<file path="src/rtl/robertson_mult_ctrl.sv">
// Purpose : sequential signed multiplier (Robertson add/shift) with IDLE/CALC/DONE control.
// Latency : dw CALC cycles, then a one-cycle DONE; done is high dw+1 cycles after the start edge.
// Backpressure: none; start is accepted only in IDLE or DONE and ignored while busy.
//
// Ports:
//   clk           rising-edge clock
//   reset         synchronous active-high reset; aborts any multiplication, no done pulse
//   start         begin a multiplication (taken in IDLE/DONE only)
//   multiplicand  signed operand M, dw bits
//   multiplier    signed operand Q, dw bits
//   busy          high in CALC only
//   done          one-cycle pulse in DONE
//   product       {A, Q}, 2*dw bits, valid from DONE until the next accepted start
//
// Build option: define ROBERTSON_ZERO_SKIP_EN to finish immediately when either
// operand is zero (straight to DONE with product 0, busy never raised).

module robertson_mult_ctrl #(
  parameter int dw = 8
) (
  input  logic            clk,
  input  logic            reset,
  input  logic            start,
  input  logic [dw-1:0]   multiplicand,
  input  logic [dw-1:0]   multiplier,
  output logic            busy,
  output logic            done,
  output logic [2*dw-1:0] product
);

  localparam int CW = (dw > 2) ? $clog2(dw) : 1;
  localparam logic [CW-1:0] CNT_LAST = CW'(dw - 1);

  typedef enum logic [1:0] {
    IDLE = 2'd0,
    CALC = 2'd1,
    DONE = 2'd2
  } state_t;

  state_t          state_q, state_d;
  logic [dw-1:0]   a_q, a_d;
  logic [dw-1:0]   q_q, q_d;
  logic [dw-1:0]   m_q, m_d;
  logic [CW-1:0]   cnt_q, cnt_d;

  // One dw+1 bit add/subtract covers every step. The extra bit keeps the
  // sign of A correct even when M = -2^(dw-1), so no step can overflow.
  logic [dw:0] a_ext;
  logic [dw:0] m_sel;
  logic [dw:0] sum;
  logic        last_step;

  assign a_ext     = {a_q[dw-1], a_q};
  assign m_sel     = q_q[0] ? {m_q[dw-1], m_q} : '0;
  assign last_step = (cnt_q == CNT_LAST);
  // The multiplier's sign bit carries weight -2^(dw-1), so the final step subtracts.
  assign sum       = last_step ? (a_ext - m_sel) : (a_ext + m_sel);

  assign product = {a_q, q_q};

  always_ff @(posedge clk) begin
    if (reset) begin
      state_q <= IDLE;
      a_q     <= '0;
      q_q     <= '0;
      m_q     <= '0;
      cnt_q   <= '0;
    end else begin
      state_q <= state_d;
      a_q     <= a_d;
      q_q     <= q_d;
      m_q     <= m_d;
      cnt_q   <= cnt_d;
    end
  end

  always_comb begin
    state_d = state_q;
    a_d     = a_q;
    q_d     = q_q;
    m_d     = m_q;
    cnt_d   = cnt_q;
    busy    = 1'b0;
    done    = 1'b0;

    case (state_q)
      IDLE, DONE: begin
        done = (state_q == DONE);
        if (start) begin
          m_d     = multiplicand;
          q_d     = multiplier;
          a_d     = '0;
          cnt_d   = '0;
          state_d = CALC;
`ifdef ROBERTSON_ZERO_SKIP_EN
          // A zero operand gives a zero product; skip the shift sequence.
          if ((multiplicand == '0) || (multiplier == '0)) begin
            q_d     = '0;
            state_d = DONE;
          end
`endif
        end else if (state_q == DONE) begin
          state_d = IDLE;
        end
      end

      CALC: begin
        busy = 1'b1;
        // Arithmetic right shift of {S, Q}: S[0] drops into Q's top bit.
        a_d  = sum[dw:1];
        q_d  = {sum[0], q_q[dw-1:1]};
        if (last_step) begin
          cnt_d   = '0;
          state_d = DONE;
        end else begin
          cnt_d   = cnt_q + CW'(1);
        end
      end

      default: begin
        state_d = IDLE;
      end
    endcase
  end

endmodule

</file>
<file path="config.mk">
export PLATFORM = sky130hd
export DESIGN_NAME = robertson_mult_ctrl
export DESIGN_NICKNAME = d
export VERILOG_FILES = /design/src/rtl/robertson_mult_ctrl.sv
export SDC_FILE = /design/constraint.sdc
export NUM_CORES = 1
export LEC_CHECK = 0
export CAP_MARGIN = 20
export CORE_ASPECT_RATIO = 0.7
export CORE_UTILIZATION = 32
export CTS_BUF_LIST = sky130_fd_sc_hd__clkbuf_8
export DETAILED_ROUTE_END_ITERATION = 10
export GPL_TIMING_DRIVEN = 0
export HOLD_SLACK_MARGIN = 0.02
export PLACE_DENSITY = 0.57
export SYNTH_ARGS = -nofsm -noshare
export SYNTH_HDL_FRONTEND = slang
export SYNTH_SLANG_ARGS = --single-unit
export TNS_END_PERCENT = 50
</file>
<file path="constraint.sdc">
create_clock -name clk -period 8.3 [get_ports clk]
set_input_delay 0.83 -clock clk [delete_from_list [all_inputs] [get_ports clk]]
set_output_delay 0.83 -clock clk [all_outputs]
set_load 0.005 [all_outputs]
</file>
power_grid.png
Pins as bars on the die edge.
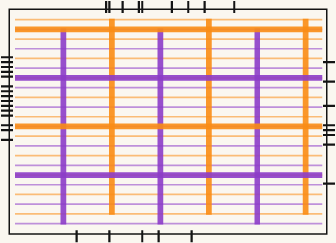
Key: VDD = orange; VSS = purple
6 straps on met4. The core has 21 rows. 4 straps on met5. 22 met1 rails follow the rows.

placement_by_type.png
Bar = 20 um.
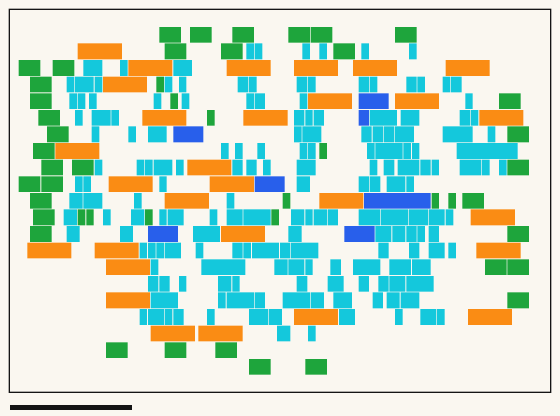
Key: combinational and other logic = cyan [cells 176]; sequential cells = orange [cells 29]; remaining buffers and delay cells = green [cells 47]; clock drivers and dummy loads = blue [cells 7]
fin area: 2226 um^2
# rows: 21
core area: 4913 um^2
Seq area share: 0.2608
Util after Layout: 0.4530

clk_routes.png
Bar = 20 um.
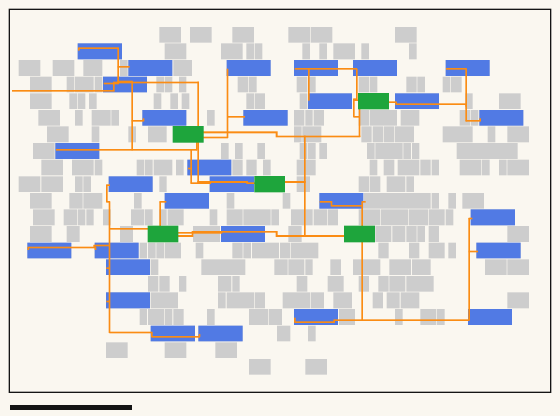
Key: flip-flops = blue [count 29]; clock wires = orange [length 450 um]; clock drivers = green [count 5]
Position of the flops: spread over the die.
Worst Clk Skew: 0.004776 ns
Clk power: 0.142 mW
clk latency late pin: 0.28 ns
Clk network pwr share: 0.304

wires.png
Two of the layers only.
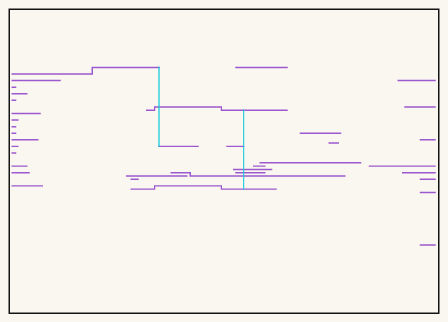
Key: metal 4 = cyan [wire length 32.6 um]; metal 3 = purple [wire length 301 um]
DR vias: 1,599
routed len/inst: 13.15 um
Total GRT Usage: 0.1708
drt total wl: 4312 um

==> CHANGELOG.md <==
### Implementation results

* CTS tree: yes
* Port bufs at 36
* Critical path origin: q_q[0]$_SDFFE_PP0P_
* Fill cells at 524
* Post-synth EDFFs at 0
* Pleak at 0.8513 nW
* CP delay by family, top: AND-OR/OR-AND gates
* Worst path arrival time at between 3 and 4 ns
* Synth Warn # at 0
* Pre-CTS setup slack at 4.990 ns
* Slowest cell on crit path: dfxtp_1
* DRC Markers at 0
* DR vias/cell at 4.875
* Hold path start: a_q[4]$_SDFFE_PP0P_
* Cell Type Count at 38
* Final Non-Filler Cells at between 300 and 400
* Total gr overflow at 0
* CP Data Required Time at 8.51 ns
* I/O pin total at 37
* R2r startpoint: q_q[0]$_SDFFE_PP0P_
* Clock transition at path regs at 0.06 ns
* Final hold slack at ~0.49 ns
* Final ANT Viol Nets at 0
* # Cells Yosys at 216
* Chip footprint at roughly 5500 um^2
* Hold Crit Class: reg2reg
* Path length in cells of the critical path at 13
* Dpl cells at approximately 320
* RSZ-0062 raised after global routing: false
* Pin count of the biggest net entering global routing at 11
* Sink Count at 29
* Final setup margin at 4.949 ns
* Status: completed
* Die y size at 62.54 um
* CP startpoint kind: flip-flop
* Max-Cap Viols at 0
* Initial antenna violation count at 0
* Top cells by count, synth: nand2_1 (43), dfxtp_1 (29), nor2_1 (28)
* Biggest area cells: dfxtp_1 (35%), nand2_1 (9.6%), ha_1 (8.2%)
* Post-Synthesis Mean Instance Area at 7.756 um^2
* 1st-pass router iterations at 4
* Share of cells above drive strength 1 at 0.05019
* Hold Violations, Final at 0
* Register area at 580.6 um^2
* Syn Inst Count at 216
* WS Path Type: reg2reg
* Endpoints failing setup at 0
* Tot Pwr at 0.4662 mW
* Fmax at 298.4 MHz
* Largest stage delay on the critical path at 0.42 ns
* Endpoint class of the critical path: flip-flop
* VDD IR-drop max at 0.07448 mV
* Comb pwr share at 0.340
* Switching power at 0.1459 mW
* CTS buffer count at 5
* Ys flop type: dfxtp_1
* Diode count at 0
* Cell Area, Synth at between 1500 and 2000 um^2
* Pins Over Slew Limit at 0
* Crit path to: a_q[7]$_SDFFE_PP0P_
* Most frequent cell after synthesis: nand2_1
* Worst-Margin Slew at 0.7241 ns
* Root buffer cell: clkbuf_8
* Worst slew margin at 0.5155
* Internal at 0.3204 mW
* Crit path buf inv count at 1
* Chip area in the Yosys report at 1675 um^2
* Cycle use final at 0.4038
* Hold-critical path depth at 2
* Post-DP HPWL at 3222 um
* DR iter-0 viols at 92
* OpenROAD warnings at 26
* Final period demand of the worst path at 3.351 ns
* Area delta synth->final at 32.86%
* Hold buffers post-CTS at 0
* Seq cells post-synth at 29
* Worst-case hold path end point: a_q[4]$_SDFFE_PP0P_
* Worst-path fanout max at 10
* Clock buffer depth at 2
* Area after DPL at around 2100 um^2
* Combinational Area at 1027 um^2
* Chip width at between 80 and 90 um
* TNS Setup at 0 ns
* Vias in the first global route at 1,413
* FP Util at 0.3410
* R2R depth at 13
* CTS resizes at 0
* Worst r2r dst: a_q[7]$_SDFFE_PP0P_
* Syn nets at 247
* Yosys top cell by area: dfxtp_1
* Post-synth ARST share at 0
* First-pass GRT wire length at 7141 um
* Power per cell area at between 200 and 250 nW/um^2
* Area share, top type at 0.3465
* Sequential share of power at 0.356
* Post-synth seq share at 0.3465
* Reg2reg setup slack at ~4.9 ns
* Final Wtd Congestion at 0.8089
* Critical-path cell list: clkbuf_1 -> nand2_1 -> ha_1 -> nor2_2 -> nor3_1 -> a311o_1 -> ha_1 -> o21ai_1 -> a21oi_1 -> o22ai_1 -> xnor2_1 -> or3_1 -> a31oi_1
* Switching Share at 0.3129
* Post-CTS setup buffers at 0
* Nets at about 290
* CP most frequent cell: ha_1
* H-tree levels at 2
power by group through the flow:
stage	registers, mW	logic (mW)	clock network (mW)
global route	0.168	0.180	0.154
floorplan	0.166	0.108	0
global placement	0.168	0.156	0
CTS	0.166	0.159	0.145
detailed placement	0.168	0.157	0
finish	0.166	0.159	0.142
cell usage in the layout, fill, tap and decap left out, types with 4 or more instances in the layout:
| master | synthesis | layout |
|---|---|---|
| a21oi_1 | 20 | 20 |
| clkbuf_8 | 0 | 5 |
| nor2_1 | 28 | 28 |
| a311oi_1 | 7 | 7 |
| xor2_1 | 6 | 6 |
| a22oi_1 | 4 | 4 |
| clkdlybuf4s50_1 | 0 | 36 |
| nand2b_1 | 7 | 7 |
| nor3_1 | 7 | 7 |
| inv_1 | 6 | 6 |
| ha_1 | 11 | 11 |
| o21ai_1 | 4 | 4 |
| dfxtp_1 | 29 | 29 |
| clkbuf_1 | 10 | 10 |
| nand2_1 | 43 | 43 |
layer usage:
metal	GRT usage	vias to the layer above	share of wire
met5	0	-	0
met4	0.03629	0	0.0074
met3	0.05812	5	0.070
met2	0.2125	52	0.39
met1	0.2722	709	0.54
li1	-	833	-
cell families after synthesis:
family          synth area share
compound gates            0.1972
simple gates              0.2689
mux                     0.005975
buf+inv                  0.04033
xor+xnor                 0.04705
flops                     0.3465
fa+ha+maj                0.09410
registers in the layout (all words and copies together) (netlist names):
register and count:
state_q 2, q_q 8, cnt_q 3, a_q 8, m_q 8
area by class of cell:
class / instances / area share
inverter: 7 / 0.01180
sequential: 29 / 0.2608
buffer: 11 / 0.01855
timing repair buffer: 36 / 0.1619
multi-input combinational: 169 / 0.4615
tap: 69 / 0.03879
clock inverter: 2 / 0.01574
clock buffer: 5 / 0.03092
Power and IR drop assume default switching activity.
